File: src/rtl/hrange_pkg.sv
// Shared types and helpers for the lane-parallel range generator.
// Range tests run in an extended signed width so lane values never wrap.
package hrange_pkg;

    typedef enum logic {
        IDLE = 1'b0,
        RUN  = 1'b1
    } state_t;

    // Widest extended value the range helper accepts; callers sign-extend into it.
    localparam int MAX_EXT_WIDTH = 128;

    // WIDTH + log2(LANES) + 2 bits hold lane0 + k*step and lane0 + LANES*step exactly.
    function automatic int ext_width(input int width, input int lanes);
        return width + $clog2(lanes) + 2;
    endfunction

    function automatic logic lane_in_range(
        input logic signed [MAX_EXT_WIDTH-1:0] value_ext,
        input logic signed [MAX_EXT_WIDTH-1:0] limit,
        input logic                            step_sign
    );
        return step_sign ? (value_ext > limit) : (value_ext < limit);
    endfunction

endpackage

File: src/rtl/hrange_lane_calc.sv
// Combinational lane expansion: values lane0 + k*step for every lane, their
// in-range mask, and the first value of the following beat.
module hrange_lane_calc
    import hrange_pkg::*;
#(
    parameter int WIDTH = 32,
    parameter int LANES = 1
) (
    input  logic [WIDTH-1:0]       lane0,
    input  logic [WIDTH-1:0]       step,
    input  logic [WIDTH-1:0]       limit,
    output logic [LANES*WIDTH-1:0] lanes,
    output logic [LANES-1:0]       mask,
    output logic [WIDTH-1:0]       next_lane0,
    output logic                   next_in_range
);

    localparam int EXT = ext_width(WIDTH, LANES);

    logic signed [EXT-1:0] lane0_ext;
    logic signed [EXT-1:0] step_ext;
    logic signed [EXT-1:0] limit_ext;
    logic signed [EXT-1:0] next_ext;

    assign lane0_ext = EXT'(signed'(lane0));
    assign step_ext  = EXT'(signed'(step));
    assign limit_ext = EXT'(signed'(limit));

    genvar gi;
    generate
        for (gi = 0; gi < LANES; gi++) begin : g_lane
            logic signed [EXT-1:0] value_ext;
            assign value_ext = lane0_ext + step_ext * EXT'(gi);
            // Out-of-range lanes still carry the truncated value so the bus is deterministic.
            assign lanes[gi*WIDTH +: WIDTH] = value_ext[WIDTH-1:0];
            assign mask[gi] = lane_in_range(MAX_EXT_WIDTH'(value_ext),
                                            MAX_EXT_WIDTH'(limit_ext),
                                            step[WIDTH-1]);
        end
    endgenerate

    assign next_ext      = lane0_ext + step_ext * EXT'(LANES);
    assign next_lane0    = next_ext[WIDTH-1:0];
    assign next_in_range = lane_in_range(MAX_EXT_WIDTH'(next_ext),
                                         MAX_EXT_WIDTH'(limit_ext),
                                         step[WIDTH-1]);

endmodule

File: src/rtl/hrange_lanes.sv
// Lane-parallel Python range(base, limit, step) generator with start/ready/valid/done
// handshake. Optional _abort input is enabled by defining HRANGE_LANES_ABORT_EN.
module hrange_lanes
    import hrange_pkg::*;
#(
    parameter int WIDTH     = 32,
    parameter int IDX_WIDTH = 32,
    parameter int LANES     = 1
) (
    input  logic                   _clock,
    input  logic                   _reset,
    input  logic                   _start,
    input  logic                   _ready,
`ifdef HRANGE_LANES_ABORT_EN
    input  logic                   _abort,
`endif
    input  logic [WIDTH-1:0]       base,
    input  logic [WIDTH-1:0]       limit,
    input  logic [WIDTH-1:0]       step,
    output logic                   _done,
    output logic                   _valid,
    output logic                   _error,
    output logic [IDX_WIDTH-1:0]   _0,
    output logic [LANES*WIDTH-1:0] _1,
    output logic [LANES-1:0]       _mask
);

    state_t                 state_reg,  state_next;
    logic [WIDTH-1:0]       step_reg,   step_next;
    logic [WIDTH-1:0]       limit_reg,  limit_next;
    logic [WIDTH-1:0]       nxt_reg,    nxt_next;
    logic                   nxt_ok_reg, nxt_ok_next;
    logic [IDX_WIDTH-1:0]   idx_reg,    idx_next;
    logic [LANES*WIDTH-1:0] lanes_reg,  lanes_next;
    logic [LANES-1:0]       mask_reg,   mask_next;
    logic                   error_reg,  error_next;

    logic [WIDTH-1:0]       calc_lane0;
    logic [WIDTH-1:0]       calc_step;
    logic [WIDTH-1:0]       calc_limit;
    logic [LANES*WIDTH-1:0] calc_lanes;
    logic [LANES-1:0]       calc_mask;
    logic [WIDTH-1:0]       calc_next;
    logic                   calc_next_ok;
    logic                   abort_req;

`ifdef HRANGE_LANES_ABORT_EN
    assign abort_req = _abort;
`else
    assign abort_req = 1'b0;
`endif

    // The calculator always looks one beat ahead: while idle it expands the
    // requested base, while running it expands the beat that follows the visible one.
    assign calc_lane0 = (state_reg == IDLE) ? base  : nxt_reg;
    assign calc_step  = (state_reg == IDLE) ? step  : step_reg;
    assign calc_limit = (state_reg == IDLE) ? limit : limit_reg;

    hrange_lane_calc #(
        .WIDTH(WIDTH),
        .LANES(LANES)
    ) u_calc (
        .lane0        (calc_lane0),
        .step         (calc_step),
        .limit        (calc_limit),
        .lanes        (calc_lanes),
        .mask         (calc_mask),
        .next_lane0   (calc_next),
        .next_in_range(calc_next_ok)
    );

    always_comb begin
        state_next  = state_reg;
        step_next   = step_reg;
        limit_next  = limit_reg;
        nxt_next    = nxt_reg;
        nxt_ok_next = nxt_ok_reg;
        idx_next    = idx_reg;
        lanes_next  = lanes_reg;
        mask_next   = mask_reg;
        error_next  = error_reg;
        case (state_reg)
            IDLE: begin
                if (_start) begin
                    error_next = (step == '0);
                    if (step != '0 && calc_mask[0]) begin
                        state_next  = RUN;
                        step_next   = step;
                        limit_next  = limit;
                        nxt_next    = calc_next;
                        nxt_ok_next = calc_next_ok;
                        idx_next    = '0;
                        lanes_next  = calc_lanes;
                        mask_next   = calc_mask;
                    end
                end
            end
            RUN: begin
                if (abort_req) begin
                    state_next = IDLE;
                    mask_next  = '0;
                end else if (_ready) begin
                    idx_next = idx_reg + IDX_WIDTH'(LANES);
                    if (nxt_ok_reg) begin
                        nxt_next    = calc_next;
                        nxt_ok_next = calc_next_ok;
                        lanes_next  = calc_lanes;
                        mask_next   = calc_mask;
                    end else begin
                        state_next = IDLE;
                        mask_next  = '0;
                    end
                end
            end
            default: state_next = IDLE;
        endcase
    end

    always_ff @(posedge _clock or posedge _reset) begin
        if (_reset) begin
            state_reg  <= IDLE;
            step_reg   <= '0;
            limit_reg  <= '0;
            nxt_reg    <= '0;
            nxt_ok_reg <= 1'b0;
            idx_reg    <= '0;
            lanes_reg  <= '0;
            mask_reg   <= '0;
            error_reg  <= 1'b0;
        end else begin
            state_reg  <= state_next;
            step_reg   <= step_next;
            limit_reg  <= limit_next;
            nxt_reg    <= nxt_next;
            nxt_ok_reg <= nxt_ok_next;
            idx_reg    <= idx_next;
            lanes_reg  <= lanes_next;
            mask_reg   <= mask_next;
            error_reg  <= error_next;
        end
    end

    assign _done  = (state_reg == IDLE);
    assign _valid = (state_reg == RUN);
    assign _error = error_reg;
    assign _0     = idx_reg;
    assign _1     = lanes_reg;
    assign _mask  = mask_reg;

endmodule

File: config.mk
export PLATFORM = sky130hd
export DESIGN_NAME = hrange_lanes
export DESIGN_NICKNAME = d
export VERILOG_FILES = /design/src/rtl/hrange_pkg.sv /design/src/rtl/hrange_lane_calc.sv /design/src/rtl/hrange_lanes.sv
export SDC_FILE = /design/constraint.sdc
export NUM_CORES = 1
export LEC_CHECK = 0
export ABC_AREA = 1
export CAP_MARGIN = 20
export CORE_MARGIN = 2
export CORE_UTILIZATION = 51
export CTS_CLUSTER_SIZE = 40
export DETAILED_ROUTE_END_ITERATION = 8
export PLACE_DENSITY = 0.83
export SLEW_MARGIN = 5
export SYNTH_ARGS = -nofsm -noshare
export SYNTH_HDL_FRONTEND = slang
export SYNTH_SLANG_ARGS = --single-unit
File: constraint.sdc
create_clock -name _clock -period 5.53 [get_ports _clock]
set_input_delay 1.3825 -clock _clock [delete_from_list [all_inputs] [get_ports _clock]]
set_output_delay 1.3825 -clock _clock [all_outputs]
set_load 0.02 [all_outputs]
run_1/closeup.png
Bar = 20 µm. Region (54, 85) to (104, 135) µm. Cells in grey, sequential cells in the stronger grey; small squares are vias.
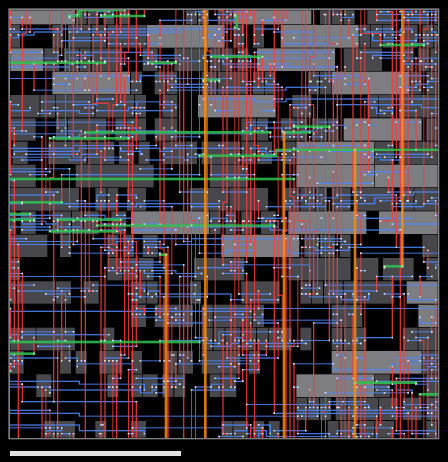
M2: drawn in red. M3: drawn in green. M1: drawn in blue. M4: drawn in orange.
Netlist names of flops here include `_0` (5), `step_reg` (4), `limit_reg` (3). 218 logic cells have their middle in the window. Sequential cells in the window: 18. Most frequent: nand2_1 (69), nand3_1 (19), ha_1 (18).

run_1/m1.png
Bar = 50 µm.
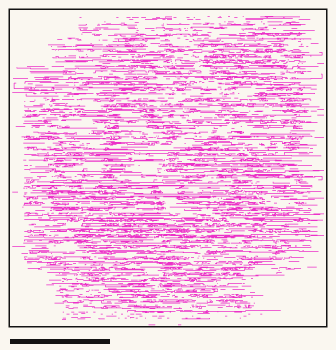
The layer carries 15800 µm of wire. The longest straight run is 51.5 µm. The layer holds 43% of the routed length. 1850 nets have wire on it. The wires run mostly horizontal.
post-detailed-routing wire length: 36400 µm
global-route met1 utilization: 0.392
number of vias after detailed routing: 11896

run_1/clock_nets.png
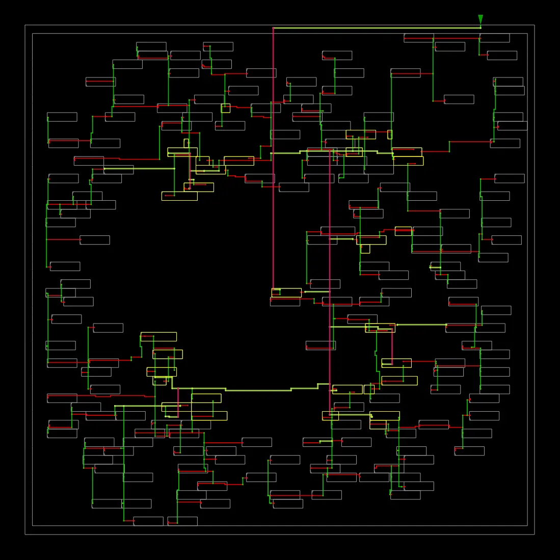
sequential cell count: 164
number of clock buffers in the layout: 23
Clock Sink Count: 164
clock skew after layout: 0.00951 ns
clock latency on the worst-skew pair: 0.43 ns

run_1/route_heat.png
Bar = 50 µm. The die is cut into 32 by 32 equal tiles; dark blue is low, red is high, scaled to the fullest tile. Values are wire area over tile area, all layers added.
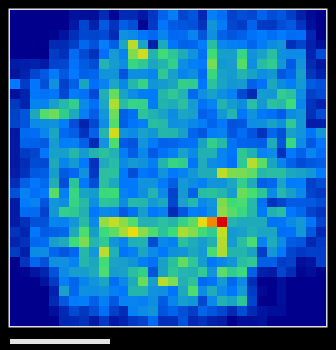
The fullest tile reaches 0.91. 8.3% of the tiles are nearly empty. The mean over all tiles is 0.24. 5.9% of the tiles are over half the peak.
total track usage: 0.297
wire length per cell after detailed routing: 17.0 µm

==> notes.md, run 1 <==
This memo summarizes the results of the implementation run.

Cells and area
Counting the inverters off the clock network in the layout gives 127. The register share of the cell area is 0.280. The register area is 0.00411 mm². The post-route non-filler standard cell count is 2145. In the final layout, the fill cell count is 2118. The layout report lists the clock-cell share of area as 0.0447.

Global route
For this run the aggregate overflow at the end of global routing stands at 0. Entering global routing, the biggest net connects 84 pins.

Synthesis
During synthesis, Yosys emitted a total of 0 warnings. For this run, the register share of the synthesized area comes to 0.341. The post-synthesis instance total is 1670. The net count entering floorplan is 1869.

The main flop type after synthesis is dfrtp_1. The proportion of synthesized flip-flops having asynchronous set or reset is 1.00. After synthesis, the cell types taking the most area are dfrtp_1 (34%), nand2_1 (19%), ha_1 (10%). The largest family of logic cells by area is simple AND/OR/NAND/NOR gates. The register bit count reported by yosys is 164. The synthesis run shows the most used standard cells to be nand2_1 (598), dfrtp_1 (164), nand3_1 (130), inv_1 (123), nor2_1 (105). The gate-level netlist out of Yosys references 44 unique cell types. Per the Yosys statistics, synthesis produced 1670 cells. In this run, the synthesized area fraction spent on xor and xnor cells is recorded as 0.0313.

Critical path
The timing report shows that the slowest cell on the worst path is clkdlybuf4s50_1. The endpoint of the worst register-to-register path is nxt_ok_reg. Counting buffers and inverters, the worst setup path is 25 cells deep. The number of buffers and inverters on the critical path is 2.

STA lists the maximum fanout along the critical path as 5. The worst endpoint required time is 5.85 ns. In this design, the stage delay of the slowest critical-path cell is 0.48 ns.

The data arrival time reported for the critical path is 5.36 ns.

Die
In this run the vertical extent of the chip is 158 µm. Per the OpenROAD floorplan log, the width of the die is 158 µm.

Outcome
The flow ran to the end, and the final reports show no timing, DRC or antenna violations.

Min path
Counting instances, the worst hold path has a depth of 2. The start point of the worst hold path is limit_reg[11].

Timing
Across all hold checks on the routed design, the worst slack comes to 0.472 ns. The count of endpoints failing hold in the final timing report is 0. Setup repair after global routing left no endpoint under its margin. The end-of-flow timing check tallies setup violations at 0.

Power and ir drop
The relative contribution of the clock network to total power is 0.131. The leakage power of the design is 7.31 nW. The sequential power reported by the tool is 1.98 mW. Internal power comes to 4.92 mW.

Routing
The first detailed-routing pass ran for 6 iterations. After detailed routing, the met3 layer carries 2300 µm of wire. Per the log, the first TritonRoute iteration ended with a DRC count of 1004.

The number of nets with antenna violations after routing is 0.

Clocking
The maximum level of the CTS H-tree is 4. The CTS tree is built. The number of instances resized during post-cts repair is 0. The timing report gives the clock slew at the launch and capture registers of the worst setup and hold paths as 0.07 ns.

Job
In this run the tools logged warnings totalling 26.

Placed design
The number of cells after detailed placement is 2113. Before CTS, the worst setup slack after placement is 0.106 ns. Once detailed placement completed, the half-perimeter wirelength came to 27100 µm.
## Run 2: what changed since run 1
CORE_UTILIZATION = 60   (was 51)
GPL_ROUTABILITY_DRIVEN = 0   (was default)
PLACE_DENSITY = 0.91   (was 0.83)
SETUP_SLACK_MARGIN = 0.02   (was default)
clock period = 6.4 ns   (was 5.53 ns; I/O delays follow)
run_2/pinout.png
Bar = 50 µm. Pins as bars across the die edge, other pins in grey.
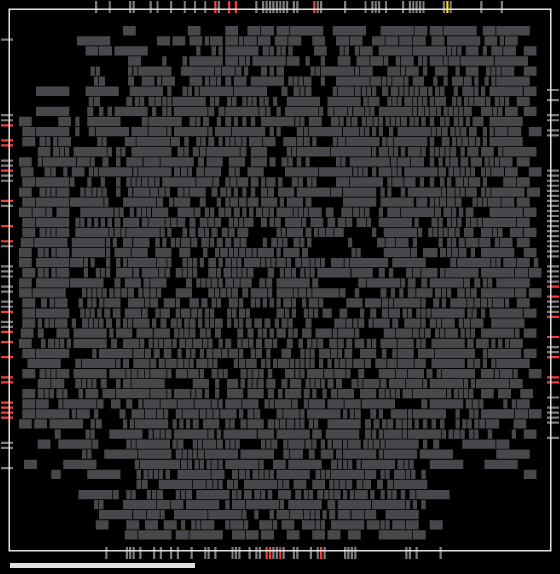
`_done`: drawn in yellow, pins 1, direction output, edge north. `limit`: drawn in red, pins 32, direction input, edge 17 west, 7 east, 4 south, 4 north.
All pins by edge: 46 east, 45 north, 39 south, 38 west.
horizontal extent of the die: 146 µm
number of port buffers: 167
Vert. Die Dim: 146 µm

==> notes.md, run 2 <==
This memo summarizes the results of the implementation run.

Synthesis
Synthesis produced a netlist whose cell count is 1670. By count the netlist is led by nand2_1 (598), dfrtp_1 (164), nand3_1 (130), inv_1 (123), nor2_1 (105). The proportion of synthesized flip-flops having asynchronous set or reset is 1.00. The net count entering floorplan is 1869. The synthesis report lists the most area-consuming cells as dfrtp_1 (34%), nand2_1 (19%), ha_1 (10%). The largest family of logic cells by area is simple AND/OR/NAND/NOR gates.

The number of warning messages in the yosys log is 0. Looking at the cell usage after synthesis, the top flip-flop cell is dfrtp_1.

Global route
The met1 capacity usage during global routing is 0.438. The overall overflow remaining after global route is 0. Across every metal layer, demand over resource in global routing totals 0.338.

Cells and area
In the final layout, flip-flops and latches occupy 0.00411 mm². The fraction of final cell area spent on clock buffers and inverters in this run is 0.0456. Per the layout area report, the sequential fraction of cell area is 0.284. Once layout is complete, the cells apart from fillers number 2078. The fill cell total of the finished layout is 1483.

The final layout report lists a clock buffer count of 21. The flop count is 164. After layout, the inverter instance count without clock inverters stands at 127.

Routing
The final route contains 12259 vias. For this block, the routed nets add up to 35400 µm of wire. The count of TritonRoute iterations in the first routing pass is 6. Dividing the detail-routed wire length by the instance count gives 17.0 µm.

Clocking
At the later pin of the worst-skew pair, clock insertion delay measures 0.44 ns. The report lists the number of cells resized after CTS as 0. The number of sinks handled by clock tree synthesis is 164. TritonCTS built the clock tree. The clock slew at the register clock pins of the worst setup and hold paths is 0.07 ns.

Critical path
The script reports the combined buffer and inverter count of the critical path as 2. The largest single stage delay on the critical path is 0.87 ns. At the worst endpoint, the required time is 6.73 ns.

The endpoint of the worst register-to-register path is nxt_ok_reg. Walking the critical path from launch to capture passes 26 cell instances. The maximum fanout along the worst path is 70.

Timing
Hold is met by 0.471 ns.

Power and ir drop
The leakage power of the design is 7.23 nW. The total internal power is 4.16 mW. The share of total power dissipated in the clock network is 0.133. Sequential power for this build is 1.74 mW.

Min path
The worst hold path cell count is 2. The startpoint identified for the worst hold timing path is limit_reg[20].

Placed design
The post-detailed-placement half-perimeter wirelength is 25500 µm. In this run, placement finished with an instance count of 2046.

Job
The OpenROAD warning count is 28.

Outcome
The flow ran to the end, and the final reports show no timing, DRC or antenna violations.
run_2/closeup.png
Bar = 20 µm. Region (48, 77) to (98, 127) µm. Cells in grey, sequential cells in the stronger grey; small squares are vias.
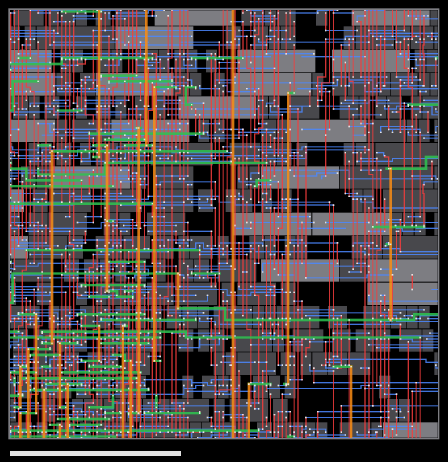
M3: drawn in green. M2: drawn in red. M4: drawn in orange. M1: drawn in blue.
Sequential cells in the window: 21. Most frequent: nand2_1 (93), a21oi_1 (22), nand3_1 (21). Netlist names of flops here include `_0` (5), `step_reg` (5), `limit_reg` (4). 279 logic cells have their middle in the window.

Power figures rest on the tool's default switching activity, not on a simulated workload.
